## src/rtl/irrigation_sequencer.sv

```systemverilog
// -----------------------------------------------------------------------------
// irrigation_sequencer
//
// Purpose:
//   Drives the sprinkler (aspersion) and drip valves from the 2-bit irrigation
//   type code produced by the irrigation-state logic:
//     00 = no irrigation, 01 = aspersion, 10 = drip,
//     11 = timed aspersion (ASP_SECONDS ticks of tick_1s) followed by drip.
//   A low reservoir level or an external error forces both valves off and
//   latches a fault until fault_clr is pulsed with the fault condition gone.
//
// Optional feature:
//   `define IRR_VALVE_GAP_EN inserts a GAP state between the timed aspersion
//   and the drip phase: both valves stay off until the next tick_1s, giving a
//   one-second break-before-make between the two valves.
//
// Ports:
//   clk        in   system clock
//   reset      in   synchronous, active-high reset
//   tick_1s    in   one-clk-wide pulse, once per second
//   irr_type   in   [1:0] irrigation type code
//   water_ok   in   1 = reservoir level sufficient
//   err        in   1 = external error condition
//   fault_clr  in   one-clk pulse releasing a latched fault
//   valve_asp  out  sprinkler valve drive
//   valve_drip out  drip valve drive
//   fault      out  1 while in FAULT
//   state_o    out  [2:0] current state encoding
//   secs_left  out  [CNT_W-1:0] remaining aspersion seconds, 0 outside ASP_T
// -----------------------------------------------------------------------------
module irrigation_sequencer #(
    parameter int ASP_SECONDS = 22,
    parameter int CNT_W       = 6
) (
    input  logic             clk,
    input  logic             reset,
    input  logic             tick_1s,
    input  logic [1:0]       irr_type,
    input  logic             water_ok,
    input  logic             err,
    input  logic             fault_clr,
    output logic             valve_asp,
    output logic             valve_drip,
    output logic             fault,
    output logic [2:0]       state_o,
    output logic [CNT_W-1:0] secs_left
);

    typedef enum logic [2:0] {
        IDLE  = 3'b000,
        ASP   = 3'b001,
        DRIP  = 3'b010,
        ASP_T = 3'b011,
`ifdef IRR_VALVE_GAP_EN
        GAP   = 3'b100,
`endif
        FAULT = 3'b111
    } state_t;

    localparam logic [CNT_W-1:0] ASP_LOAD = CNT_W'(ASP_SECONDS);
    localparam logic [CNT_W-1:0] ONE      = CNT_W'(1);

    state_t           state_q, state_d;
    logic [1:0]       type_q, type_d;
    logic [CNT_W-1:0] secs_q, secs_d;
    logic             valve_asp_q, valve_asp_d;
    logic             valve_drip_q, valve_drip_d;
    logic             fault_q, fault_d;

    logic             fault_cond;
    logic             type_chg;

    // Next-state, latched type and seconds counter. The counter is only
    // carried while the next state is ASP_T; every other path clears it.
    always_comb begin
        state_d    = state_q;
        type_d     = type_q;
        secs_d     = '0;
        fault_cond = err || !water_ok;
        type_chg   = (irr_type != type_q);

        case (state_q)
            IDLE: begin
                if (irr_type != 2'b00) begin
                    type_d = irr_type;
                    if (fault_cond) begin
                        state_d = FAULT;
                    end else begin
                        case (irr_type)
                            2'b01:   state_d = ASP;
                            2'b10:   state_d = DRIP;
                            default: begin
                                state_d = ASP_T;
                                secs_d  = ASP_LOAD;
                            end
                        endcase
                    end
                end
            end

            ASP: begin
                if (fault_cond) begin
                    state_d = FAULT;
                end else if (type_chg) begin
                    state_d = IDLE;
                end
            end

            DRIP: begin
                // In the drip tail of mode 11, a request for plain drip (10)
                // is compatible and keeps the valve open.
                if (fault_cond) begin
                    state_d = FAULT;
                end else if (type_q == 2'b11) begin
                    if (irr_type == 2'b00 || irr_type == 2'b01) begin
                        state_d = IDLE;
                    end
                end else if (type_chg) begin
                    state_d = IDLE;
                end
            end

            ASP_T: begin
                // Fault outranks the terminal count and the abort.
                if (fault_cond) begin
                    state_d = FAULT;
                end else if (type_chg) begin
                    state_d = IDLE;
                end else if (tick_1s) begin
                    if (secs_q <= ONE) begin
`ifdef IRR_VALVE_GAP_EN
                        state_d = GAP;
`else
                        state_d = DRIP;
`endif
                    end else begin
                        secs_d = secs_q - ONE;
                    end
                end else begin
                    secs_d = secs_q;
                end
            end

`ifdef IRR_VALVE_GAP_EN
            GAP: begin
                if (fault_cond) begin
                    state_d = FAULT;
                end else if (type_chg) begin
                    state_d = IDLE;
                end else if (tick_1s) begin
                    state_d = DRIP;
                end
            end
`endif

            FAULT: begin
                if (fault_clr && !fault_cond) begin
                    state_d = IDLE;
                end
            end

            default: state_d = IDLE;
        endcase

        // Outputs decoded from the next state so they switch together with it.
        valve_asp_d  = (state_d == ASP) || (state_d == ASP_T);
        valve_drip_d = (state_d == DRIP);
        fault_d      = (state_d == FAULT);
    end

    always_ff @(posedge clk) begin
        if (reset) begin
            state_q      <= IDLE;
            type_q       <= 2'b00;
            secs_q       <= '0;
            valve_asp_q  <= 1'b0;
            valve_drip_q <= 1'b0;
            fault_q      <= 1'b0;
        end else begin
            state_q      <= state_d;
            type_q       <= type_d;
            secs_q       <= secs_d;
            valve_asp_q  <= valve_asp_d;
            valve_drip_q <= valve_drip_d;
            fault_q      <= fault_d;
        end
    end

    assign valve_asp  = valve_asp_q;
    assign valve_drip = valve_drip_q;
    assign fault      = fault_q;
    assign state_o    = state_q;
    assign secs_left  = secs_q;

endmodule

```

## config.mk

```make
export PLATFORM = sky130hd
export DESIGN_NAME = irrigation_sequencer
export DESIGN_NICKNAME = d
export VERILOG_FILES = /design/src/rtl/irrigation_sequencer.sv
export SDC_FILE = /design/constraint.sdc
export NUM_CORES = 1
export LEC_CHECK = 0
export CORE_ASPECT_RATIO = 1.5
export CORE_MARGIN = 4
export CORE_UTILIZATION = 44
export DETAILED_ROUTE_END_ITERATION = 10
export HOLD_SLACK_MARGIN = 0.1
export PLACE_DENSITY = 0.74
export SYNTH_ARGS = -nofsm -noshare
export SYNTH_HDL_FRONTEND = slang
export SYNTH_SLANG_ARGS = --single-unit
```

## constraint.sdc

```tcl
create_clock -name clk -period 1.8 [get_ports clk]
set_input_delay 0.36 -clock clk [delete_from_list [all_inputs] [get_ports clk]]
set_output_delay 0.36 -clock clk [all_outputs]
set_load 0.005 [all_outputs]
```

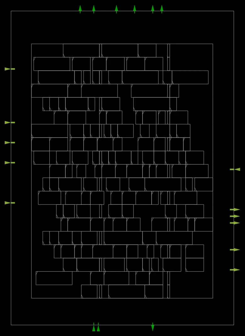
(placement view)
Post-Route Utilization: 69.3%
Fillers: 156
tapcells inserted: 21
Seq/total area: 21.3%
sequential cells: 14

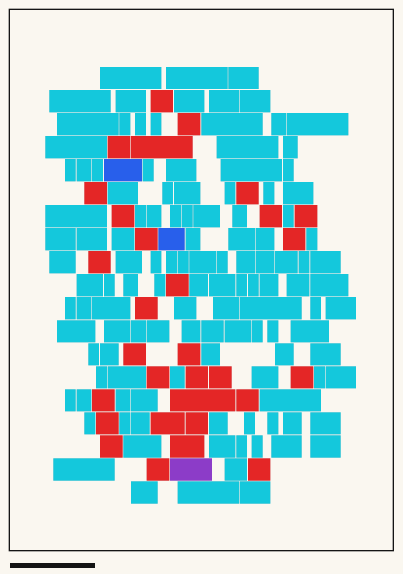
(cells by drive strength)
Scale bar: 10 um.
Key: x2 = blue [cells 2, share 1.3%]; x1 and smaller = cyan [cells 122, share 79%, most used nor2_1]; x3 and x4 = red [cells 30, share 19%, most used buf_4]; x6 and larger = purple [cells 1, share 0.65%, most used clkbuf_8]

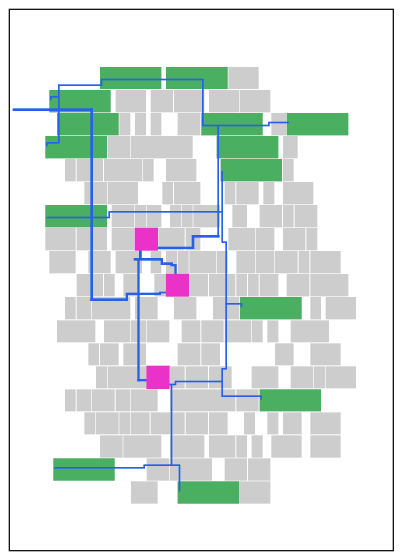
(clock distribution)
Key: flip-flops = green [count 14]; clock-net drivers = magenta [count 3]; clock wires = blue [length 227 um]
There are 4 routed clock nets.

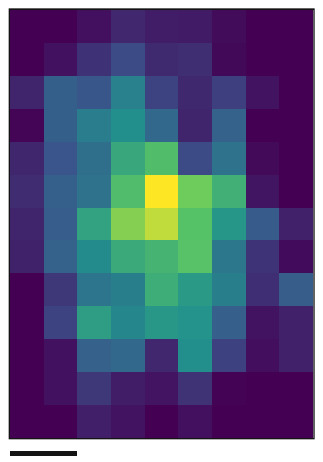
(wire density map)
Scale bar: 10 um. 9 x 13 tiles, from dark purple (low) to yellow (high), scaled to the fullest tile. Values are wire area over tile area, all layers added.
The densest ninth of the die: center. The fullest tile reaches 0.57. 22% of the tiles are nearly empty. The mean over all tiles is 0.13. The emptiest ninth of the die: north-east. 16% of the tiles are over half the peak.
DR vias: 972
final wirelength: 2310 um
GR Util All Layers: 18.3%

worst max-delay path: cells and delay by family (launching register included):
family	cells	cell delay (ns)
flip-flops	1	0.38
buffers and inverters	2	0.70
metrics by stage:
stage          hold slack [ns]  cell area, um^2  power, mW  instances  setup slack [ns]
2_1_floorplan            0.492              913      0.511        113          -0.00605
3_3_place_gp             0.524             1270      0.637        171            -0.466
3_5_place_dp             0.540             1270      0.642        171            -0.508
4_1_cts                  0.556             1310      0.884        176            0.0119
5_1_grt                  0.618             1320      0.936        176           0.00712
6_report                 0.552             1320      0.882        176            0.0656
timing repair:
| action | in CTS | in global routing |
|---|---|---|
| buffers inserted | 1 | 0 |
| resized | 5 | 3 |
| pin swaps | 3 | 4 |
| endpoints found under the setup margin | 7 | 6 |
==> impl_metrics.yaml <==
# physical design summary
drt:
  vias_per_cell: 5.52
  drcViolationCount: 0
  wl_met3_um: 116
  ant_nets: 0
  drtIter0Drc: 35
  dr_wl_met2_um: 1230
  met1_length_um: 850
pwr:
  p_clk_mw: 0.238
  combPwrFrac_pct: 33.7
  power-top-group: "sequential cells"
  seq-power_mw: 0.347
  p_int_mw: 0.613
  powerComb_mw: 0.297
  p_sw_share_pct: 30.5
  p_per_area_nw_per_um2: 670
synth:
  synth_area_um2: 913
  yosys.area.top_type_share_pct: 30.7
  ys_sh_xor_pct: 2.88
  ys_warn_count: 0
  common_cells: "20 x nor2_1, 14 x dfxtp_1, 11 x inv_1"
  yosys.area_share.simple_pct: 30.3
  fp_nets: 126
  top_logic_kind: "simple AND/OR/NAND/NOR gates"
  yosys.cell_count.top_type: "nor2_1"
  synth-async-reset-ratio_pct: 0
  adder_share_pct: 6.85
  synth-edff-count: 0
finish:
  final-nonclk-buf-share_pct: 27.4
  logic_gate_count: 84
  final_common_cell: "buf_4"
  clockNetworkAreaShare_pct: 2.75
  combAreaFraction_pct: 43.4
  logic_area_um2: 572
  final.clkbuf_count: 4
die:
  core.rowCount: 19
  ioPinCount: 20
  die.size.x_um: 45.2
global_route:
  grt_pass1_vias: 1002
  grt.overflow.total: 0
  met1_usage_pct: 19.1
  grt-busiest-layer: "met2"
  use_met2_pct: 32.1
  grt_max_degree: 12
clock_network:
  htree_levels: 1
  insertion_delay_ns: 0.29
  cts_buffers: 3
  clockRootBuffer: "clkbuf_4"
  cts_buffer_depth: 2
worst_setup_path:
  crit_path_end: "state_o[0]"
  crit_arrival_ns: 1.37
  r2r-start: "state_o[0]"
  slowest_stage: "clkdlybuf4s50_1"
  crit_chain: "buf_4 > clkdlybuf4s50_1"
  critPathLaunch: "state_o[0]"
  r2r_cells: 5
placement:
  place.gp.congestion: 0.875
  hpwl_um: 1910
min_path:
  hold_end: "type_q[1]"
run:
  warnings: 30
status:
  status: "finished clean"
sta:
  relSlewSlack_pct: 71.9
  worstMarginPinSlew_ns: 0.420
  finalSetupViolCount: 0
  finalCriticalPeriod_ns: 1.73
Power is estimated from default activity; no workload was simulated.
